File: config.mk
export PLATFORM = sky130hd
export DESIGN_NAME = keypad_scanner_flat
export DESIGN_NICKNAME = d
export VERILOG_FILES = /design/src/rtl/keypad_scanner_if.sv /design/src/rtl/keypad_scanner.sv /design/src/flat_wrapper.sv
export SDC_FILE = /design/constraint.sdc
export NUM_CORES = 1
export LEC_CHECK = 0
export CORE_MARGIN = 3
export CORE_UTILIZATION = 50
export DETAILED_ROUTE_END_ITERATION = 16
export GPL_TIMING_DRIVEN = 0
export PLACE_DENSITY = 0.75
export SYNTH_ARGS = -nofsm -noshare
export SYNTH_HDL_FRONTEND = slang
export SYNTH_SLANG_ARGS = --single-unit
export TNS_END_PERCENT = 30
File: constraint.sdc
create_clock -name clk -period 2 [get_ports clk]
set_input_delay 0.2 -clock clk [delete_from_list [all_inputs] [get_ports clk]]
set_output_delay 0.2 -clock clk [all_outputs]
set_load 0.01 [all_outputs]
File: src/rtl/keypad_scanner_if.sv
// Keypad scanner signal bundle: column sense, row drive and decoded key outputs.
// master = scanner side, slave = keypad/display side.
interface keypad_scanner_if;
  logic [3:0] cols;       // active-low column lines from the keypad
  logic [3:0] rows;       // active-low row drives, one low at a time
  logic [3:0] key_code;   // hex code of the last accepted key
  logic       key_valid;  // single-cycle pulse on a newly accepted key
  logic [3:0] s1;         // older digit (left display digit)
  logic [3:0] s2;         // newest digit (right display digit)

  modport master (
    input  cols,
    output rows, key_code, key_valid, s1, s2
  );

  modport slave (
    output cols,
    input  rows, key_code, key_valid, s1, s2
  );
endinterface

File: src/rtl/keypad_scanner.sv
// 4x4 matrix keypad scanner: row scanning, press/release debounce and a
// two-digit shift register feeding a dual seven-segment display stage.
module keypad_scanner #(
  parameter int SCAN_CYCLES     = 50000,
  parameter int DEBOUNCE_CYCLES = 100000
) (
  input  logic              clk,
  input  logic              reset,   // asynchronous, active-low
  keypad_scanner_if.master  kp
);

  localparam int MAX_CYC = (SCAN_CYCLES > DEBOUNCE_CYCLES) ? SCAN_CYCLES : DEBOUNCE_CYCLES;
  localparam int CNT_W   = $clog2(MAX_CYC) + 1;
  localparam logic [CNT_W-1:0] SCAN_LAST = CNT_W'(SCAN_CYCLES - 1);
  localparam logic [CNT_W-1:0] DEB_LAST  = CNT_W'(DEBOUNCE_CYCLES - 1);

  typedef enum logic [1:0] {SCAN, DEBOUNCE, HELD, RELEASE} state_t;

  state_t           state_q, state_d;
  logic [3:0]       sync1_q, sync1_d;
  logic [3:0]       colsync_q, colsync_d;
  logic [1:0]       row_q, row_d;
  logic [1:0]       col_q, col_d;
  logic [CNT_W-1:0] cnt_q, cnt_d;
  logic [3:0]       key_code_q, key_code_d;
  logic [3:0]       s1_q, s1_d;
  logic [3:0]       s2_q, s2_d;
  logic             key_valid_q, key_valid_d;

  logic             any_low;
  logic             key_low;
  logic [1:0]       low_idx;

  // Keypad legend for (row, col)
  function automatic logic [3:0] key_map(input logic [1:0] r, input logic [1:0] c);
    logic [3:0] k;
    case ({r, c})
      4'h0: k = 4'h1;  4'h1: k = 4'h2;  4'h2: k = 4'h3;  4'h3: k = 4'hA;
      4'h4: k = 4'h4;  4'h5: k = 4'h5;  4'h6: k = 4'h6;  4'h7: k = 4'hB;
      4'h8: k = 4'h7;  4'h9: k = 4'h8;  4'hA: k = 4'h9;  4'hB: k = 4'hC;
      4'hC: k = 4'hE;  4'hD: k = 4'h0;  4'hE: k = 4'hF;  default: k = 4'hD;
    endcase
    return k;
  endfunction

  // Column sense decode: any key down, lowest low column, and the latched key's column
  always_comb begin
    any_low = ~&colsync_q;
    key_low = ~colsync_q[col_q];
    low_idx = 2'd0;
    for (int i = 3; i >= 0; i--) begin
      if (!colsync_q[i]) low_idx = 2'(i);
    end
  end

  // State register plus all datapath flops; synchronizer idles at "no key" so
  // reset never looks like a press
  always_ff @(posedge clk or negedge reset) begin
    if (!reset) begin
      state_q     <= SCAN;
      sync1_q     <= 4'hF;
      colsync_q   <= 4'hF;
      row_q       <= 2'd0;
      col_q       <= 2'd0;
      cnt_q       <= '0;
      key_code_q  <= 4'h0;
      s1_q        <= 4'h0;
      s2_q        <= 4'h0;
      key_valid_q <= 1'b0;
    end else begin
      state_q     <= state_d;
      sync1_q     <= sync1_d;
      colsync_q   <= colsync_d;
      row_q       <= row_d;
      col_q       <= col_d;
      cnt_q       <= cnt_d;
      key_code_q  <= key_code_d;
      s1_q        <= s1_d;
      s2_q        <= s2_d;
      key_valid_q <= key_valid_d;
    end
  end

  // Next-state logic for the scan/debounce/held/release sequence
  always_comb begin
    state_d = state_q;
    case (state_q)
      SCAN:     if (any_low) state_d = DEBOUNCE;
      DEBOUNCE: begin
        if (!key_low)              state_d = SCAN;
        else if (cnt_q == DEB_LAST) state_d = HELD;
      end
      HELD:     if (!key_low) state_d = RELEASE;
      RELEASE:  begin
        if (key_low)               state_d = HELD;
        else if (cnt_q == DEB_LAST) state_d = SCAN;
      end
      default:  state_d = SCAN;
    endcase
  end

  // Datapath: synchronizer, row/column latch, shared counter and key capture
  always_comb begin
    sync1_d     = kp.cols;
    colsync_d   = sync1_q;
    row_d       = row_q;
    col_d       = col_q;
    cnt_d       = cnt_q;
    key_code_d  = key_code_q;
    s1_d        = s1_q;
    s2_d        = s2_q;
    key_valid_d = 1'b0;
    case (state_q)
      SCAN: begin
        if (any_low) begin
          // row_q already holds the driven row; freeze it and latch the column
          col_d = low_idx;
          cnt_d = '0;
        end else if (cnt_q == SCAN_LAST) begin
          cnt_d = '0;
          row_d = row_q + 2'd1;
        end else begin
          cnt_d = cnt_q + 1'b1;
        end
      end
      DEBOUNCE: begin
        if (!key_low) begin
          cnt_d = '0;
        end else if (cnt_q == DEB_LAST) begin
          cnt_d       = '0;
          key_valid_d = 1'b1;
          key_code_d  = key_map(row_q, col_q);
          s2_d        = key_map(row_q, col_q);
          s1_d        = s2_q;
        end else begin
          cnt_d = cnt_q + 1'b1;
        end
      end
      HELD: begin
        cnt_d = '0;
      end
      RELEASE: begin
        if (key_low) begin
          cnt_d = '0;
        end else if (cnt_q == DEB_LAST) begin
          cnt_d = '0;
          row_d = row_q + 2'd1;
        end else begin
          cnt_d = cnt_q + 1'b1;
        end
      end
      default: cnt_d = '0;
    endcase
  end

  // Outputs: one-hot-low row drive and registered key/display values
  always_comb begin
    kp.rows      = ~(4'b0001 << row_q);
    kp.key_code  = key_code_q;
    kp.key_valid = key_valid_q;
    kp.s1        = s1_q;
    kp.s2        = s2_q;
  end

endmodule

File: src/flat_wrapper.sv
// flat-port wrapper written by rule: the top's interface ports become plain ports
module keypad_scanner_flat 
#(
  parameter int SCAN_CYCLES     = 50000,
  parameter int DEBOUNCE_CYCLES = 100000
)
  (clk, reset, kp_cols, kp_rows, kp_key_code, kp_key_valid, kp_s1, kp_s2);
  keypad_scanner_if kp_i ();
  input  logic clk;
  input  logic reset;
  input wire logic [$bits(kp_i.cols)-1:0] kp_cols;
  output wire logic [$bits(kp_i.rows)-1:0] kp_rows;
  output wire logic [$bits(kp_i.key_code)-1:0] kp_key_code;
  output wire logic [$bits(kp_i.key_valid)-1:0] kp_key_valid;
  output wire logic [$bits(kp_i.s1)-1:0] kp_s1;
  output wire logic [$bits(kp_i.s2)-1:0] kp_s2;
  assign kp_i.cols = kp_cols;
  assign kp_rows = kp_i.rows;
  assign kp_key_code = kp_i.key_code;
  assign kp_key_valid = kp_i.key_valid;
  assign kp_s1 = kp_i.s1;
  assign kp_s2 = kp_i.s2;
  keypad_scanner #(.SCAN_CYCLES(SCAN_CYCLES), .DEBOUNCE_CYCLES(DEBOUNCE_CYCLES)) u_core (.clk(clk), .reset(reset), .kp(kp_i));
endmodule
Run 1, met1 routing:
Supply wires on this layer in gray.
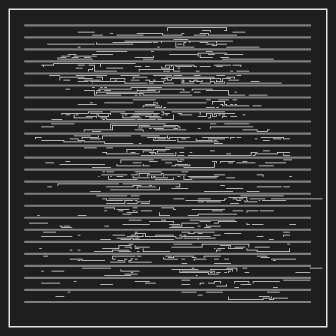
nets with wire on the layer: 222
wire length on this layer: 1810 um

Run 1, met2 routing:
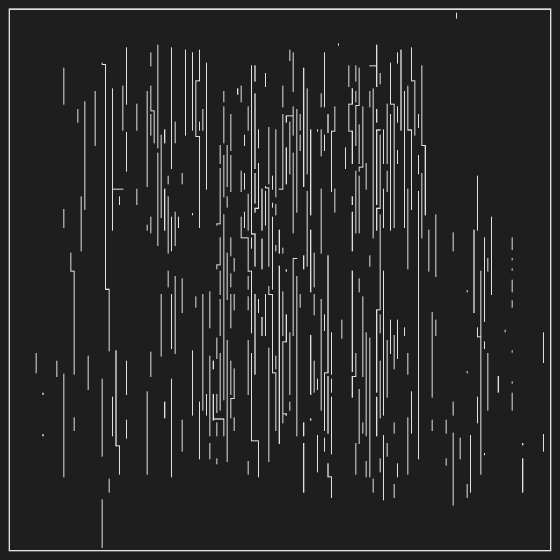
main direction: vertical
wire length on this layer: 1910 um
share of all routed wire: 48%
longest straight run: 35.4 um
nets with wire on the layer: 205

==> out/results.txt, run 1 <==
YS chip area: 2140 sq um
DRC viols: 0
Port Buffers: 22
Vias in the first global route: 1512
First-pass GRT wire length: 6.87 mm
Post-route minimum period: 2.01 ns
Status: finished with violations
Initial antenna violation count: 0
Final WL: 4.00 mm
CTS Buf Count: 5
R2R Path Start: u_core.cnt_q[17]
Die Y: 71.5 um
Clock share of power: 21.3%
I/O Pins: 23
Tightest Hold Check Type: in -> async
Top post-synthesis cells by count: 33 x dfrtp_1, 21 x nor2_1, 15 x ha_1
Detailed-route via count: 1543
Headroom to the max-slew limit: 42.3%
Sw frac: 34.8%
Synth Area in Adders: 8.76%
Non-filler instance count after layout: 297
Setup-failing EPs final: 1
Synth warn: 0
Leakage: 1.24 nW
Post-synthesis cell area: 2140 sq um
Largest delay contributor family on the critical path: simple AND/OR/NAND/NOR gates
Root Buffer: clkbuf_8
Failing checks: negative setup slack
Flops after synth: 41
Power after layout: 2.76 mW
CP endpoint: u_core.row_q[1]
Hold buffers post-CTS: 0
Met2 usage: 28.2%
Flop pwr share: 37.7%
CP endpoint kind: flip-flop
Setup TNS: -0.0140 ns
Synth top cell by count: dfrtp_1
Setup crit start: u_core.cnt_q[17]
Worst setup margin: -0.0140 ns
CP max stage cell: or4_4
CTS resizes: 10
Synth Seq Share: 48.3%
Mux area share: 5.55%
Net Switching: 961 uW
Die area: 5110 sq um
Synthesis-to-finish area growth: 27.9%
Tap Count: 50
Run 1, met3 routing:
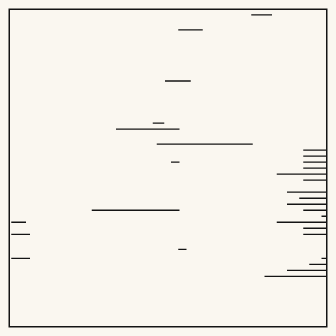
share of all routed wire: 4.9%
main direction: horizontal
wire length on this layer: 196 um
nets with wire on the layer: 25
longest straight run: 21.4 um

Run 1, wiring heat map:
Scale bar: 20 um. 14 x 14 tiles, from dark purple (low) to yellow (high), scaled to the fullest tile. Values are wire area over tile area, all layers added.
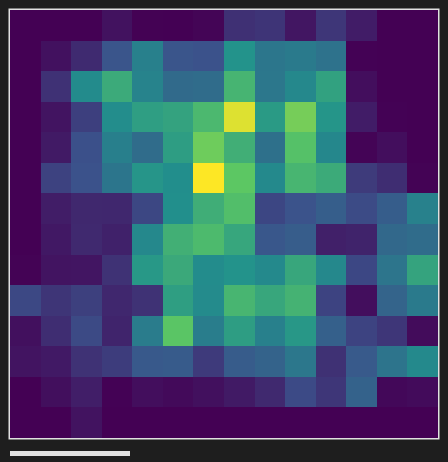
densest ninth of the die: middle
fullest tile: 0.48
mean over tiles: 0.12

## Run 2: what changed since run 1
--- a/config.mk
+++ b/config.mk
@@ -5,8 +5,9 @@
 export SDC_FILE = /design/constraint.sdc
 export NUM_CORES = 1
 export LEC_CHECK = 0
+export ABC_AREA = 1
 export CORE_MARGIN = 3
-export CORE_UTILIZATION = 50
+export CORE_UTILIZATION = 51
 export DETAILED_ROUTE_END_ITERATION = 16
 export GPL_TIMING_DRIVEN = 0
 export PLACE_DENSITY = 0.75
Run 2, met3 routing:
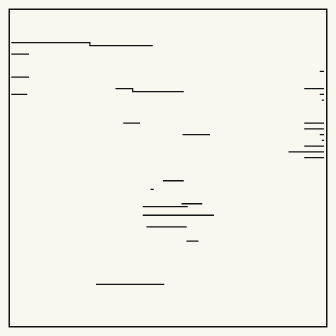
wire length on this layer: 168 um
longest straight run: 18.4 um
share of all routed wire: 3.9%

==> run 2 against run 1 <==
Against the previous run:
- the flow now finishes without violations
- critical endpoint is now kp_rows[0]
- core utilization decreased by 4.3 points
- synthesized cell count increased by 43%
- critical path depth unchanged
- combinational power decreased by 6%
- largest cell class unchanged
- wire length increased by 9.0%
- sequential power about the same
- highest routed layer unchanged
==> out/results.txt, run 2 <==
Status: complete, no violations
Flop pwr share: 39.1% (+1.4 points)
Synthesis-to-finish area growth: 16.8%
Headroom to the max-slew limit: 80.1% (+38 points)
CP max stage cell: clkdlybuf4s50_1
Post-route minimum period: 1.87 ns (-0.145 ns)
CTS Buf Count: 5 (unchanged)
Post-synthesis cell area: 2410 sq um (+12%)
Detailed-route via count: 1856 (+20%)
Tap Count: 52 (+4.0%)
GR Util met1: 22.5%
Mux area share: 0% (-5.5 points)
Hold buffers post-CTS: 1 (+1)
Leakage: 1.33 nW (+7.3%)
DRC viols: 0 (unchanged)
YS chip area: 2410 sq um (+12%)
Port Buffers: 22 (unchanged)
Synth Seq Share: 43.0% (-5.3 points)
Tightest Hold Check Type: in -> async
Comb area leader: simple AND/OR/NAND/NOR gates
Synth Area in Adders: 7.80% (-0.96 points)
Sw frac: 39.5% (+4.7 points)
Worst setup margin: 0.131 ns (+0.145 ns)
Clock Tree Buf Depth: 2
Flops after synth: 41 (unchanged)
Setup TNS: 0 ns (+0.0140 ns)
CTS resizes: 2 (-8)
I/O Pins: 23 (unchanged)
Largest delay contributor family on the critical path: buffers and inverters
Initial antenna violation count: 0 (unchanged)
WL met3: 167 um
Top post-synthesis cells by count: 59 x nand2_1, 33 x dfrtp_1, 33 x inv_1, 33 x nor2_1, 18 x o21ai_0
Synth warn: 0 (unchanged)
Largest net degree at the start of global routing: 41
Vias in the first global route: 1702 (+13%)
Clock share of power: 20.1% (-1.2 points)
P_clk: 523 uW
Setup-failing EPs final: 0 (-1)
CP endpoint: kp_rows[0]
CP endpoint kind: output pin
Met2 usage: 28.3% (+0.13 points)
Non-filler instance count after layout: 368 (+24%)
Power after layout: 2.61 mW (-5.6%)
Net Switching: 1.03 mW (+7.1%)
Die area: 5580 sq um (+9.3%)
Setup crit start: u_core.row_q[0]
Die Y: 74.7 um (+4.5%)
R2R Path Start: u_core.cnt_q[0]
Run 2, wiring heat map:
Scale bar: 20 um. 15 x 15 tiles, from dark purple (low) to yellow (high), scaled to the fullest tile. Values are wire area over tile area, all layers added.
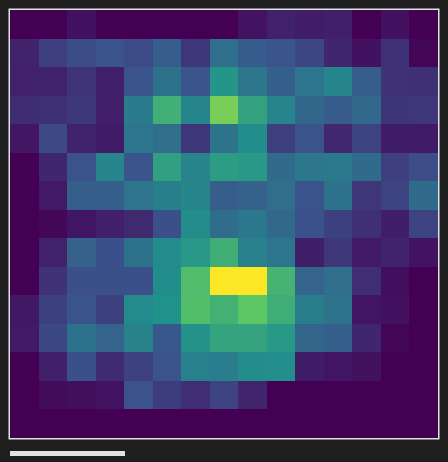

## Run 3: what changed since run 2
==> constraint.sdc (replaced) <==
create_clock -name clk -period 1.7 [get_ports clk]
set_input_delay 0.17 -clock clk [delete_from_list [all_inputs] [get_ports clk]]
set_output_delay 0.17 -clock clk [all_outputs]
set_load 0.01 [all_outputs]
Run 3, wiring heat map:
Scale bar: 20 um. 15 x 15 tiles, from dark purple (low) to yellow (high), scaled to the fullest tile. Values are wire area over tile area, all layers added.
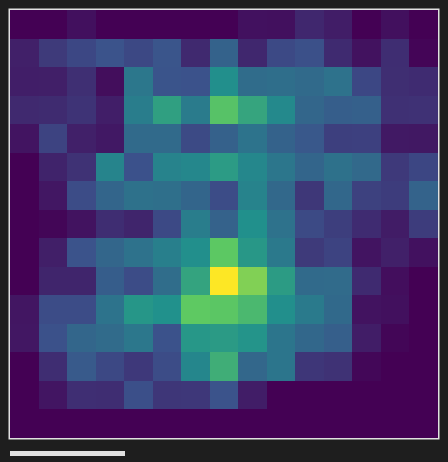
mean over tiles: 0.13
emptiest ninth of the die: bottom right
fullest tile: 0.59
nearly empty tiles: 20%
tiles over half the peak: 8.4%
densest ninth of the die: middle

==> run 3 against run 2 <==
Against the previous run:
- clock skew about the same
- synthesized cell count stayed put
- setup slack worse by 0.073 ns
- register-to-register slack got worse by 0.17 ns
- via count rose by 2.3%
- die size is the same
- clock-buffer cell count is the same
- sequential share of layout area fell by 1.1 points
- final cell count increased by 1.9%
- critical path type unchanged
- critical endpoint is now kp_rows[2]
==> out/results.txt, run 3 <==
Status: complete, no violations
Met2 usage: 28.9% (+0.59 points)
Initial antenna violation count: 0 (unchanged)
Power after layout: 3.17 mW (+21%)
CP endpoint: kp_rows[2]
Net Switching: 1.26 mW (+22%)
Post-route minimum period: 1.64 ns
Clock share of power: 19.4% (-0.7 points)
Flops after synth: 41 (unchanged)
Largest delay contributor family on the critical path: buffers and inverters
Non-filler instance count after layout: 375 (+1.9%)
GR Util met1: 23.2% (+0.68 points)
Tap Count: 52 (unchanged)
Setup-failing EPs final: 0 (unchanged)
Clock Tree Buf Depth: 2 (unchanged)
CP endpoint kind: output pin
Leakage: 1.36 nW (+2.2%)
CTS resizes: 9 (+7)
Setup crit start: u_core.row_q[0]
CP max stage cell: dfrtp_1
YS chip area: 2410 sq um (unchanged)
CTS Buf Count: 5 (unchanged)
P_clk: 614 uW (+17%)
Setup TNS: 0 ns (unchanged)
DRC viols: 0 (unchanged)
1st-pass router iterations: 4
Headroom to the max-slew limit: 83.3% (+3.2 points)
I/O Pins: 23 (unchanged)
Synth Seq Share: 43.0% (unchanged)
Mux area share: 0% (unchanged)
Hold buffers post-CTS: 1 (unchanged)
Sw frac: 39.7% (+0.22 points)
Comb area leader: simple AND/OR/NAND/NOR gates
R2R Path Start: u_core.cnt_q[0]
# clk buffers: 6
Synth warn: 0 (unchanged)
Vias in the first global route: 1719 (+1.0%)
Tightest Hold Check Type: in -> async
Post-synthesis cell area: 2410 sq um (unchanged)
No activity file was given, so power comes from the tool's default toggle rates.
